## config.mk

```make
export PLATFORM = sky130hd
export DESIGN_NAME = dmem_arbiter
export DESIGN_NICKNAME = d
export VERILOG_FILES = /design/src/rtl/dmem_pkg.sv /design/src/rtl/dmem_arbiter_rr_arb2.sv /design/src/rtl/dmem_arbiter.sv
export SDC_FILE = /design/constraint.sdc
export NUM_CORES = 1
export LEC_CHECK = 0
export CORE_AREA = 3 3 107 109
export DETAILED_ROUTE_END_ITERATION = 8
export DIE_AREA = 0 0 110 112
export PLACE_DENSITY = 0.8
export SETUP_SLACK_MARGIN = 0.3
export SLEW_MARGIN = 20
export SYNTH_ARGS = -nofsm -noshare
export SYNTH_HDL_FRONTEND = slang
export SYNTH_HIERARCHICAL = 1
export SYNTH_SLANG_ARGS = --single-unit
```

## constraint.sdc

```tcl
create_clock -name clk -period 3 [get_ports clk]
set_input_delay 0.45 -clock clk [delete_from_list [all_inputs] [get_ports clk]]
set_output_delay 0.45 -clock clk [all_outputs]
set_load 0.05 [all_outputs]
```

## src/rtl/dmem_pkg.sv

```systemverilog
// Shared types and constants for the data-memory arbiter.
//   SZ_*    : store-size codes driven on mem_store_signal
//   state_e : lock FSM states
//   req_t   : one requester's access payload
//   rsp_t   : registered response payload
package dmem_pkg;

    localparam int unsigned ADDR_W = 32;
    localparam int unsigned DATA_W = 32;
    localparam int unsigned SIZE_W = 2;
    localparam int unsigned NPORTS = 2;

    localparam logic [SIZE_W-1:0] SZ_BYTE = 2'b00;
    localparam logic [SIZE_W-1:0] SZ_HALF = 2'b01;
    localparam logic [SIZE_W-1:0] SZ_WORD = 2'b10;
    localparam logic [SIZE_W-1:0] SZ_NOP  = 2'b11;

    typedef enum logic {
        IDLE   = 1'b0,
        LOCKED = 1'b1
    } state_e;

    typedef struct packed {
        logic              write;
        logic              lock;
        logic [ADDR_W-1:0] addr;
        logic [DATA_W-1:0] wdata;
        logic [SIZE_W-1:0] size;
    } req_t;

    typedef struct packed {
        logic [NPORTS-1:0] valid;
        logic [NPORTS-1:0] err;
        logic [DATA_W-1:0] rdata;
    } rsp_t;

    // Word address falls inside a memory of 'depth' words.
    function automatic logic addr_in_range(input logic [ADDR_W-1:0] addr,
                                           input int unsigned      depth);
        return addr < ADDR_W'(depth);
    endfunction

endpackage

```

## src/rtl/dmem_arbiter_rr_arb2.sv

```systemverilog
// Two-input round-robin picker with a lock override.
//   clk, rst_n : clock, async active-low reset
//   valid_i    : per-port request valid
//   force_i    : grant owner_i unconditionally (caller asserts only when owner is valid)
//   owner_i    : port to grant while force_i is high
//   grant_c_o  : one-hot grant, combinational
module rr_arb2 (
    input  logic       clk,
    input  logic       rst_n,
    input  logic [1:0] valid_i,
    input  logic       force_i,
    input  logic       owner_i,
    output logic [1:0] grant_c_o
);

    logic last_q;
    logic last_d;

    // Grant selection: lock owner, else alternate on contention, else the lone requester.
    always_comb begin
        grant_c_o = 2'b00;
        if (force_i) begin
            grant_c_o = owner_i ? 2'b10 : 2'b01;
        end else if (valid_i == 2'b11) begin
            grant_c_o = last_q ? 2'b01 : 2'b10;
        end else begin
            grant_c_o = valid_i;
        end
    end

    // Remember the most recently granted port.
    always_comb begin
        last_d = last_q;
        if (grant_c_o != 2'b00) begin
            last_d = grant_c_o[1];
        end
    end

    // Reset to port 1 so port 0 wins the first contention.
    always_ff @(posedge clk or negedge rst_n) begin
        if (!rst_n) begin
            last_q <= 1'b1;
        end else begin
            last_q <= last_d;
        end
    end

endmodule

```

## src/rtl/dmem_arbiter.sv

```systemverilog
// Shares one single-port data memory between the core load/store port (0)
// and the debug/program-load port (1), with a bounded lock for atomic sequences.
//   clk, rst_n          : clock, async active-low reset
//   req_valid/ready     : per-port handshake (ready is the combinational grant)
//   req_write/lock      : per-port store flag and hold-grant request
//   req_addr*/wdata*/size* : per-port access payload
//   rsp_valid/err/rdata : registered response, one cycle after the grant
//   mem_*               : combinational drive of the memory from the granted port
//   mem_data            : combinational read data from the memory
module dmem_arbiter
    import dmem_pkg::*;
#(
    parameter int unsigned DEPTH    = 128,
    parameter int unsigned MAX_LOCK = 8
) (
    input  logic              clk,
    input  logic              rst_n,
    input  logic [1:0]        req_valid,
    output logic [1:0]        req_ready,
    input  logic [1:0]        req_write,
    input  logic [1:0]        req_lock,
    input  logic [ADDR_W-1:0] req_addr0,
    input  logic [ADDR_W-1:0] req_addr1,
    input  logic [DATA_W-1:0] req_wdata0,
    input  logic [DATA_W-1:0] req_wdata1,
    input  logic [SIZE_W-1:0] req_size0,
    input  logic [SIZE_W-1:0] req_size1,
    output logic [1:0]        rsp_valid,
    output logic [1:0]        rsp_err,
    output logic [DATA_W-1:0] rsp_rdata,
    output logic [ADDR_W-1:0] mem_address,
    output logic [DATA_W-1:0] mem_write_data,
    output logic [SIZE_W-1:0] mem_store_signal,
    output logic              mem_memWrite,
    output logic              mem_memRead,
    input  logic [DATA_W-1:0] mem_data
);

    localparam int unsigned CNT_W = $clog2(MAX_LOCK + 1);

    state_e           state_q;
    state_e           state_d;
    logic             owner_q;
    logic             owner_d;
    logic [CNT_W-1:0] lock_cnt_q;
    logic [CNT_W-1:0] lock_cnt_d;
    rsp_t             rsp_q;
    rsp_t             rsp_d;

    logic [1:0] valid_g;
    logic [1:0] grant;
    logic       gnt_any;
    logic       gnt_port;
    logic       lock_hold;
    logic       in_range;
    req_t       req0;
    req_t       req1;
    req_t       sel;

    // Grants are suppressed while reset is asserted so nothing reaches the memory.
    assign valid_g   = req_valid & {2{rst_n}};

    // The lock is honoured only while its owner keeps requesting.
    assign lock_hold = (state_q == LOCKED) && valid_g[owner_q];

    rr_arb2 u_rr_arb2 (
        .clk       (clk),
        .rst_n     (rst_n),
        .valid_i   (valid_g),
        .force_i   (lock_hold),
        .owner_i   (owner_q),
        .grant_c_o (grant)
    );

    assign req_ready = grant;
    assign gnt_any   = |grant;
    assign gnt_port  = grant[1];

    assign req0 = '{write: req_write[0], lock: req_lock[0], addr: req_addr0,
                    wdata: req_wdata0, size: req_size0};
    assign req1 = '{write: req_write[1], lock: req_lock[1], addr: req_addr1,
                    wdata: req_wdata1, size: req_size1};
    assign sel  = gnt_port ? req1 : req0;

    assign in_range = addr_in_range(sel.addr, DEPTH);

    // Memory drive from the granted port; all zero when idle.
    always_comb begin
        mem_address      = '0;
        mem_write_data   = '0;
        mem_store_signal = '0;
        mem_memWrite     = 1'b0;
        mem_memRead      = 1'b0;
        if (gnt_any) begin
            mem_address      = sel.addr;
            mem_write_data   = sel.wdata;
            mem_store_signal = sel.size;
            mem_memWrite     = sel.write & in_range;
            mem_memRead      = ~sel.write & in_range;
        end
    end

    // Response payload captured at the grant edge.
    always_comb begin
        rsp_d       = '0;
        rsp_d.valid = grant;
        rsp_d.err   = grant & {2{~in_range}};
        if (gnt_any && !sel.write && in_range) begin
            rsp_d.rdata = mem_data;
        end
    end

    // Lock FSM: outside a held lock, a granted access with lock set claims it;
    // inside, every owner grant counts and the lock ends on lock=0 or the cap.
    always_comb begin
        state_d    = state_q;
        owner_d    = owner_q;
        lock_cnt_d = lock_cnt_q;
        if (!lock_hold) begin
            state_d    = IDLE;
            lock_cnt_d = '0;
            if (gnt_any && sel.lock && (32'(MAX_LOCK) > 32'd1)) begin
                state_d    = LOCKED;
                owner_d    = gnt_port;
                lock_cnt_d = CNT_W'(1);
            end
        end else begin
            lock_cnt_d = lock_cnt_q + CNT_W'(1);
            if (!sel.lock || (32'(lock_cnt_q) + 32'd1 >= 32'(MAX_LOCK))) begin
                state_d    = IDLE;
                lock_cnt_d = '0;
            end
        end
    end

    // State and response registers.
    always_ff @(posedge clk or negedge rst_n) begin
        if (!rst_n) begin
            state_q    <= IDLE;
            owner_q    <= 1'b0;
            lock_cnt_q <= '0;
            rsp_q      <= '0;
        end else begin
            state_q    <= state_d;
            owner_q    <= owner_d;
            lock_cnt_q <= lock_cnt_d;
            rsp_q      <= rsp_d;
        end
    end

    assign rsp_valid = rsp_q.valid;
    assign rsp_err   = rsp_q.err;
    assign rsp_rdata = rsp_q.rdata;

endmodule

```

Figure 1. Clock network drawn from the DEF.
Bar = 20 µm.
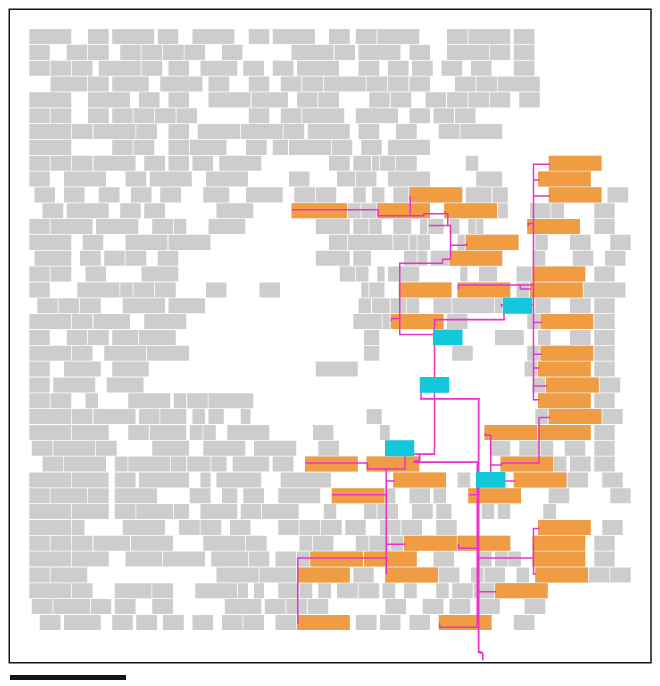
legend:
  cells driving clock nets:
    colour: cyan
    count: 5
  flip-flops:
    colour: orange
    count: 43
  clock wires:
    colour: magenta
    length: 452 µm
routed clock nets: 6
clock power share: 13.3%
Clock Skews: 0.00240 ns

Figure 2. Wiring by layer.
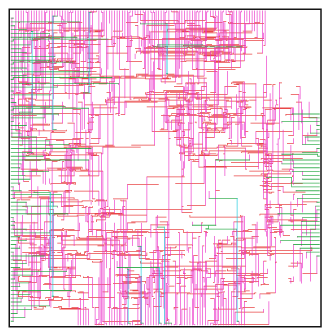
legend:
  met2:
    colour: magenta
    wire_length: 7030 µm
  met1:
    colour: red
    wire_length: 4550 µm
  met3:
    colour: green
    wire_length: 1200 µm
  met4:
    colour: cyan
    wire_length: 319 µm
wire length per cell: 20.0 µm
vias: 3115
All-Layer GR Usage: 20.9%
DRT Wirelength: 13100 µm

[worst paths after layout]
kind	to	cells past startpoint	start
setup / recovery	mem_memWrite	10	req_valid[1]
hold / removal	u_rr_arb2/last_q	1	rst_n
setup reg to reg	rsp_rdata[3]	11	owner_q
hold reg to reg	lock_cnt_q[0]	1	lock_cnt_q[0]
max in group asynchronous	rsp_rdata[3]	2	rst_n
min in group clk	lock_cnt_q[0]	1	lock_cnt_q[0]
[through the flow]
stage / hold slack [ns] / instance area (µm²) / std cells / setup slack, ns / total power [µW]
final: 0.159 / 6730 / 655 / 0.254 / 2610
after global routing: 0.160 / 6730 / 655 / 0.153 / 2710
after CTS: 0.147 / 6710 / 654 / 0.224 / 2620
after detailed placement: 0.454 / 6530 / 640 / -0.140 / 2240
after global placement: 0.453 / 6530 / 640 / -0.106 / 2230
after floorplan: 0.154 / 2820 / 227 / 0.184 / 1380
[sequential cells by signal, indices dropped and copies added, names as in the netlist]
name and cells:
lock_cnt_q 4, rsp_valid 2, rsp_err 2, rsp_rdata 32, u_rr_arb2/last_q 1, state_q 1, owner_q 1
[Yosys cell counts (all sizes together), types with 2 or more instances]
cell    number
nand2        4
a22o        66
nand3        3
nor2b        6
nor4        10
and3        32
a22oi        2
inv          3
clkbuf      13
ha           2
o21ai        3
nor4b        2
nand4        3
nand2b       2
nor2         4
a21oi        2
dfrtp       42
buf          9
nor3         3
and2         4
[where the power goes]
part / total, µW / switching (µW) / internal, µW
Combinational: 1650 / 791 / 857
Sequential: 615 / 13.2 / 602
Clock: 346 / 184 / 163
Total: 2610 / 988 / 1620
[area by class of cell]
type	count	area, µm²
clock buffers	6	72.6
clock inverters	2	12.5
fillers	811	3970
inverters	3	11.3
multi-input cells	159	1670
flip-flops and latches	43	1080
well taps	140	175
repair buffers	302	3720
==> run_results.csv <==
group,metric,value,unit
detailed_routing,top_layer,"met4",
cells_and_area,final_util,62.9,%
floorplanning,coreArea,0.0107,mm²
global_routing,grt_use_met1,23.4,%
sta,max_freq,364,MHz
placed_design,hpwl,11000,µm
detailed_routing,wl_met2,7030,µm
pwr,leakagePower,0.00295,µW
floorplanning,die_width,110,µm
placed_design,routabilityCongestion,0.876,
floorplanning,die_h,112,µm
clock_tree,ctsHtreeMaxLevel,2,
detailed_routing,drtAntennaViolNets,0,
clock_tree,ctsResizeCount,13,
yosys,enable_flop_cells,0,
setup_path,path_class,"primary input to primary output",
global_routing,antenna_found_initial,0,
sta,setup_viol,0,
detailed_routing,routed-wl-met3,1200,µm
pwr,power_density,388,mW/mm²
sta,tns,0,ns
setup_path,path_buffers,3,
global_routing,busiest_layer,"met2",
yosys,yosys-top-cells-area,"dfrtp_1, a22o_1, and3_1, nor4_1, clkbuf_1",
detailed_routing,met1_length,4550,µm
setup_path,crit_path_start_kind,"primary input",
setup_path,required,2.55,ns
outcome,outcome,"complete, no violations",
job,drv_cap,0,
placed_design,port_buffers,277,
detailed_routing,drtIter0Drc,125,
global_routing,grt_max_degree,47,
global_routing,grt_use_met3,6.67,%
Power and IR drop assume default switching activity.
